**Nets reached from selected ports**

Scale: 4 px per um.
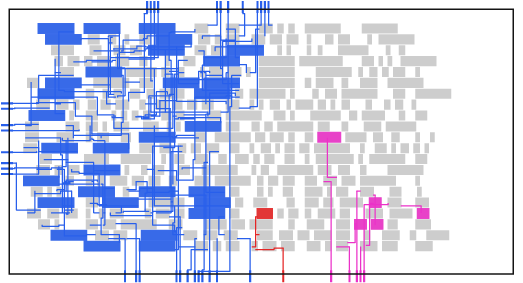
**Signal wires on met3**

Scale: 4 px per um.
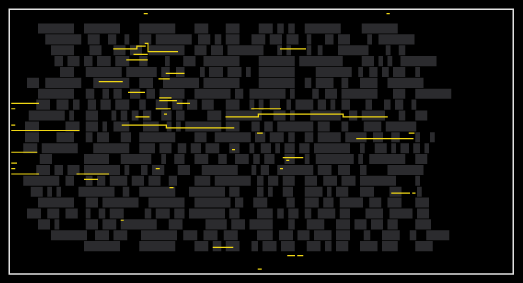
--- config.mk ---
export PLATFORM = sky130hd
export DESIGN_NAME = pipeline_hazard_ctrl
export DESIGN_NICKNAME = d
export VERILOG_FILES = /design/src/rtl/pipeline_hazard_ctrl_pkg.sv /design/src/rtl/mem_wait_timer.sv /design/src/rtl/pipeline_hazard_ctrl.sv
export SDC_FILE = /design/constraint.sdc
export NUM_CORES = 1
export LEC_CHECK = 0
export ABC_CLOCK_PERIOD_IN_PS = 2830
export CELL_PAD_IN_SITES_DETAIL_PLACEMENT = 1
export CELL_PAD_IN_SITES_GLOBAL_PLACEMENT = 1
export CORE_ASPECT_RATIO = 0.5
export CORE_MARGIN = 3
export CORE_UTILIZATION = 38
export DETAILED_ROUTE_END_ITERATION = 8
export PLACE_DENSITY = 0.81
export SYNTH_ARGS = -nofsm -noshare
export SYNTH_HDL_FRONTEND = slang
export SYNTH_HIERARCHICAL = 1
export SYNTH_SLANG_ARGS = --single-unit
--- constraint.sdc ---
create_clock -name Clk -period 2.83 [get_ports Clk]
set_input_delay 0.566 -clock Clk [delete_from_list [all_inputs] [get_ports Clk]]
set_output_delay 0.566 -clock Clk [all_outputs]
set_load 0.02 [all_outputs]
--- src/rtl/pipeline_hazard_ctrl_pkg.sv ---
// pipeline_hazard_ctrl_pkg: shared state encodings and defaults for the hazard sequencer
package pipeline_hazard_ctrl_pkg;
  typedef enum logic [1:0] {RUN = 2'd0, MEM_WAIT = 2'd1, MEM_ABORT = 2'd2} state_e;
  localparam int MEM_TIMEOUT_DEF = 255;
endpackage

--- src/rtl/mem_wait_timer.sv ---
// mem_wait_timer: 16-bit clear/enable counter flagging the configured terminal count
module mem_wait_timer #(
  parameter logic [15:0] TERM = 16'd254
) (
  input  logic Clk,
  input  logic Reset,
  input  logic clr_i,
  input  logic en_i,
  output logic tc_o
);
  logic [15:0] cnt_q, cnt_d;
  always_comb cnt_d = clr_i ? '0 : en_i ? cnt_q + 16'd1 : cnt_q;
  always_ff @(posedge Clk or posedge Reset) begin
    if (Reset) cnt_q <= '0;
    else cnt_q <= cnt_d;
  end
  assign tc_o = cnt_q == TERM;
endmodule

--- src/rtl/pipeline_hazard_ctrl.sv ---
// pipeline_hazard_ctrl: stall/flush/bubble sequencer for the 5-stage pipeline with timed memory handshake
module pipeline_hazard_ctrl
  import pipeline_hazard_ctrl_pkg::*;
#(
  parameter int MEM_TIMEOUT = MEM_TIMEOUT_DEF,
  parameter int CNT_W       = 32
) (
  input  logic             Clk,
  input  logic             Reset,
  input  logic             MemRead_EX,
  input  logic [4:0]       WriteReg_EX,
  input  logic [4:0]       Rs_ID,
  input  logic [4:0]       Rt_ID,
  input  logic             UsesRt_ID,
  input  logic             Jump_ID,
  input  logic             Redirect_EX,
  input  logic             MemOp_MEM,
  input  logic             MemAck,
  output logic             PCWrite,
  output logic             IFID_Write,
  output logic             IDEX_Write,
  output logic             EXMEM_Write,
  output logic             IFID_Flush,
  output logic             IDEX_Flush,
  output logic             MEMWB_Bubble,
  output logic             MemReq,
  output logic             MemTimeout,
  output logic [CNT_W-1:0] StallCycles
);
  state_e state_q, state_d;
  logic tmo_q, tmo_d;
  logic [CNT_W-1:0] stall_q, stall_d;
  logic tc, mem_stall, load_use, expire;
  // timer runs only while waiting, so its count is the number of MEM_WAIT cycles already spent
  mem_wait_timer #(.TERM(16'(MEM_TIMEOUT - 1))) u_timer (
    .Clk   (Clk),
    .Reset (Reset),
    .clr_i (state_q != MEM_WAIT),
    .en_i  (state_q == MEM_WAIT),
    .tc_o  (tc)
  );
  always_comb begin
    mem_stall = state_q != MEM_ABORT && MemOp_MEM && !MemAck;
    expire = state_q == MEM_WAIT && !MemAck && tc;
    load_use = MemRead_EX && WriteReg_EX != '0 &&
               (WriteReg_EX == Rs_ID || (UsesRt_ID && WriteReg_EX == Rt_ID));
    state_d = state_q == MEM_ABORT ? RUN :
              state_q == MEM_WAIT ? (MemAck ? RUN : expire ? MEM_ABORT : MEM_WAIT) :
              mem_stall ? MEM_WAIT : RUN;
    // reset forces the quiescent output set even though outputs are combinational
    PCWrite = Reset || !(mem_stall || (!Redirect_EX && load_use));
    IFID_Write = PCWrite;
    IDEX_Write = Reset || !mem_stall;
    EXMEM_Write = IDEX_Write;
    IFID_Flush = !Reset && !mem_stall && (Redirect_EX || (!load_use && Jump_ID));
    IDEX_Flush = !Reset && !mem_stall && (Redirect_EX || load_use);
    MEMWB_Bubble = !Reset && (mem_stall || state_q == MEM_ABORT);
    MemReq = !Reset && (state_q == MEM_WAIT || (state_q == RUN && MemOp_MEM));
    tmo_d = tmo_q || expire;
    stall_d = stall_q + CNT_W'(!PCWrite);
  end
  always_ff @(posedge Clk or posedge Reset) begin
    if (Reset) begin
      state_q <= RUN;
      tmo_q <= 1'b0;
      stall_q <= '0;
    end else begin
      state_q <= state_d;
      tmo_q <= tmo_d;
      stall_q <= stall_d;
    end
  end
  assign MemTimeout = tmo_q;
  assign StallCycles = stall_q;
endmodule

==> Implementation_results.wiki <==
=== Physical design figures ===
{| class="wikitable"
! Metric !! Value
|-
| Post-synthesis instance total || 257
|-
| Post-Synthesis Net Count || 284
|-
| Die Outline Area || 8270 um^2
|-
| Peak Freq || 361 MHz
|-
| Met3 global-route usage || 4.03%
|-
| Ratio of final minimum period to clock period || 97.9%
|-
| Cell count after placement || 424
|-
| Final setup slack of the worst path || 59.5 ps
|-
| Vias after detailed routing || 2,367
|-
| Initial antenna violation count || 0
|-
| Clock network power || 716 uW
|-
| Comb area leader || simple AND/OR/NAND/NOR gates
|-
| Count of multi-input gates || 193
|-
| Crit Path Max Fanout || 5
|-
| Number of flip-flops and latches || 51
|-
| Most common cell on crit path || clkdlybuf4s50_1
|-
| Crit-path leading delay family || buffers and inverters
|-
| Total wirelength of the detailed-routed design || 8.72 mm
|-
| Met2 WL || 4.52 mm
|-
| Clock tree from TritonCTS || yes
|-
| Initial DRC Count || 131
|-
| Hold Startpoint || MemTimeout
|-
| Seq/total area || 32.7%
|-
| Worst reg-to-reg setup slack || 610 ps
|-
| Metal-1 WL || 3.66 mm
|-
| Number of diodes added for antenna fixing || 0
|-
| All-layer global routing usage || 20.9%
|-
| Count of buffers not belonging to the clock network in the layout || 87
|-
| Clock latency of the later-clocked register in the worst-skew pair || 300 ps
|-
| Post-detailed-placement cell area || 3560 um^2
|-
| DPL Wire Length || 5.57 mm
|-
| Yosys top cell by area || dfrtp_1
|-
| Net switching component of the power || 513 uW
|-
| Global route hottest layer || met2
|-
| Clock-cell share of area || 4.39%
|-
| Distinct cells, synth || 43
|-
| Clock sinks || 51
|-
| Comb pwr || 300 uW
|-
| Maximum vdd drop || 319 uV
|-
| Cell kind with the greatest summed area || multi-input combinational cells
|-
| Least-Margin Pin Slew || 635 ps
|-
| Combinational share of cell area || 38.4%
|-
| GRT met2 Usage || 37.8%
|-
| Storage cell area || 1280 um^2
|-
| H-tree levels || 2
|-
| CP Class || in2out
|-
| Chip area estimate from yosys synthesis || 2720 um^2
|-
| Final worst hold slack || 482 ps
|-
| Clock buf count || 5
|-
| Share of power burned in combinational logic || 16.2%
|-
| Top power group || registers
|-
| Crit path buffers/inverters || 3
|-
| Tally of max-capacitance violations || 0
|-
| Crit path capture type || primary output
|-
| Number of setup violations in the final report || 0
|-
| Count of standard-cell rows || 21
|-
| Total of buffers placed on input and output ports || 63
|-
| Kind of launch point of the worst setup path || input pin
|-
| Worst relative slew slack || 57.6%
|-
| Post-CTS setup buffers || 3
|-
| Met3 Wirelength || 231 um
|-
| Terminus of the critical flop-to-flop path || StallCycles[26]
|-
| Final-layout non-clock buffer area share || 20.8%
|-
| Maximum number of pins on one net before global-route repair || 36
|-
| Total gr overflow || 0
|-
| Tap cells || 92
|-
| Slew Limit Fails || 0
|-
| Flip-flop count of the largest register after layout || 32
|-
| Critical path's slowest cell || clkdlybuf4s50_1
|-
| First-pass GRT wire length || 13.6 mm
|-
| Multi-input logic area || 1500 um^2
|-
| Sequential fraction of the synthesis area || 46.9%
|-
| Proportion of layout cells with a drive suffix above 1 || 21.4%
|-
| Die extent in x || 126 um
|-
| Area fraction in compound gates || 6.12%
|-
| Total power || 1.84 mW
|-
| Via count of the first global-routing pass || 2,577
|-
| Nets@finish || 372
|-
| I/O pin count || 64
|-
| Worst hold path depth || 1
|-
| Clock skew || 7.39 ps
|-
| FF+latch count, synth || 51
|-
| Top cell type by instance count after synthesis || dfrtp_1
|-
| Cell count listed in synth_stat.txt || 257
|-
| Stages on the worst setup path || 4
|-
| DP Worst Slack || -640 ps
|-
| Layout Utilization || 57.4%
|-
| GPL Wtd Cong || 0.802
|-
| CTS Hold Bufs || 0
|-
| Clock period minus worst slack || 2770 ps
|-
| Avg WL per Cell || 19.9 um
|-
| Synthesized cell area || 2720 um^2
|-
| Maximum buffer depth of the clock tree || 2
|-
| Final tally of hold violations || 0
|-
| Setup TNS || 0 ps
|-
| Clock root buffer || clkbuf_16
|-
| Most frequent standard cell in the layout excluding fill and tap cells || dfrtp_1
|-
| Drt via density || 5.40
|-
| OpenROAD warning count || 27
|-
| Number of synthesized flops with an enable pin || 0
|-
| Number of non-clock inverters in the layout || 7
|-
| Reported sequential group power || 829 uW
|-
| Result of the run || finished, final reports clean
|-
| Destination of the critical timing path || EXMEM_Write
|-
| Sequential fraction of design power || 44.9%
|-
| Synth-to-Final Area Change || 43.6%
|-
| Core Box Area || 6810 um^2
|}
Back to the opening pictures, 'nets reached from selected ports':
- red: `PCWrite` (direction output; edge south; end cells 1; buffers 1; wire 23.0 um)
- magenta: `Rt_ID` (direction input; edge south; end cells 5; buffers 5; wire 131 um)
- blue: `StallCycles` (direction output; edge 12 south, 12 north, 8 west; end cells 32; buffers 32; wire 1,930 um)

Back to the opening pictures, 'signal wires on met3':
- nets with wire on the layer: 28
- main direction: horizontal
- share of all routed wire: 2.7%

Power figures rest on the tool's default switching activity, not on a simulated workload.
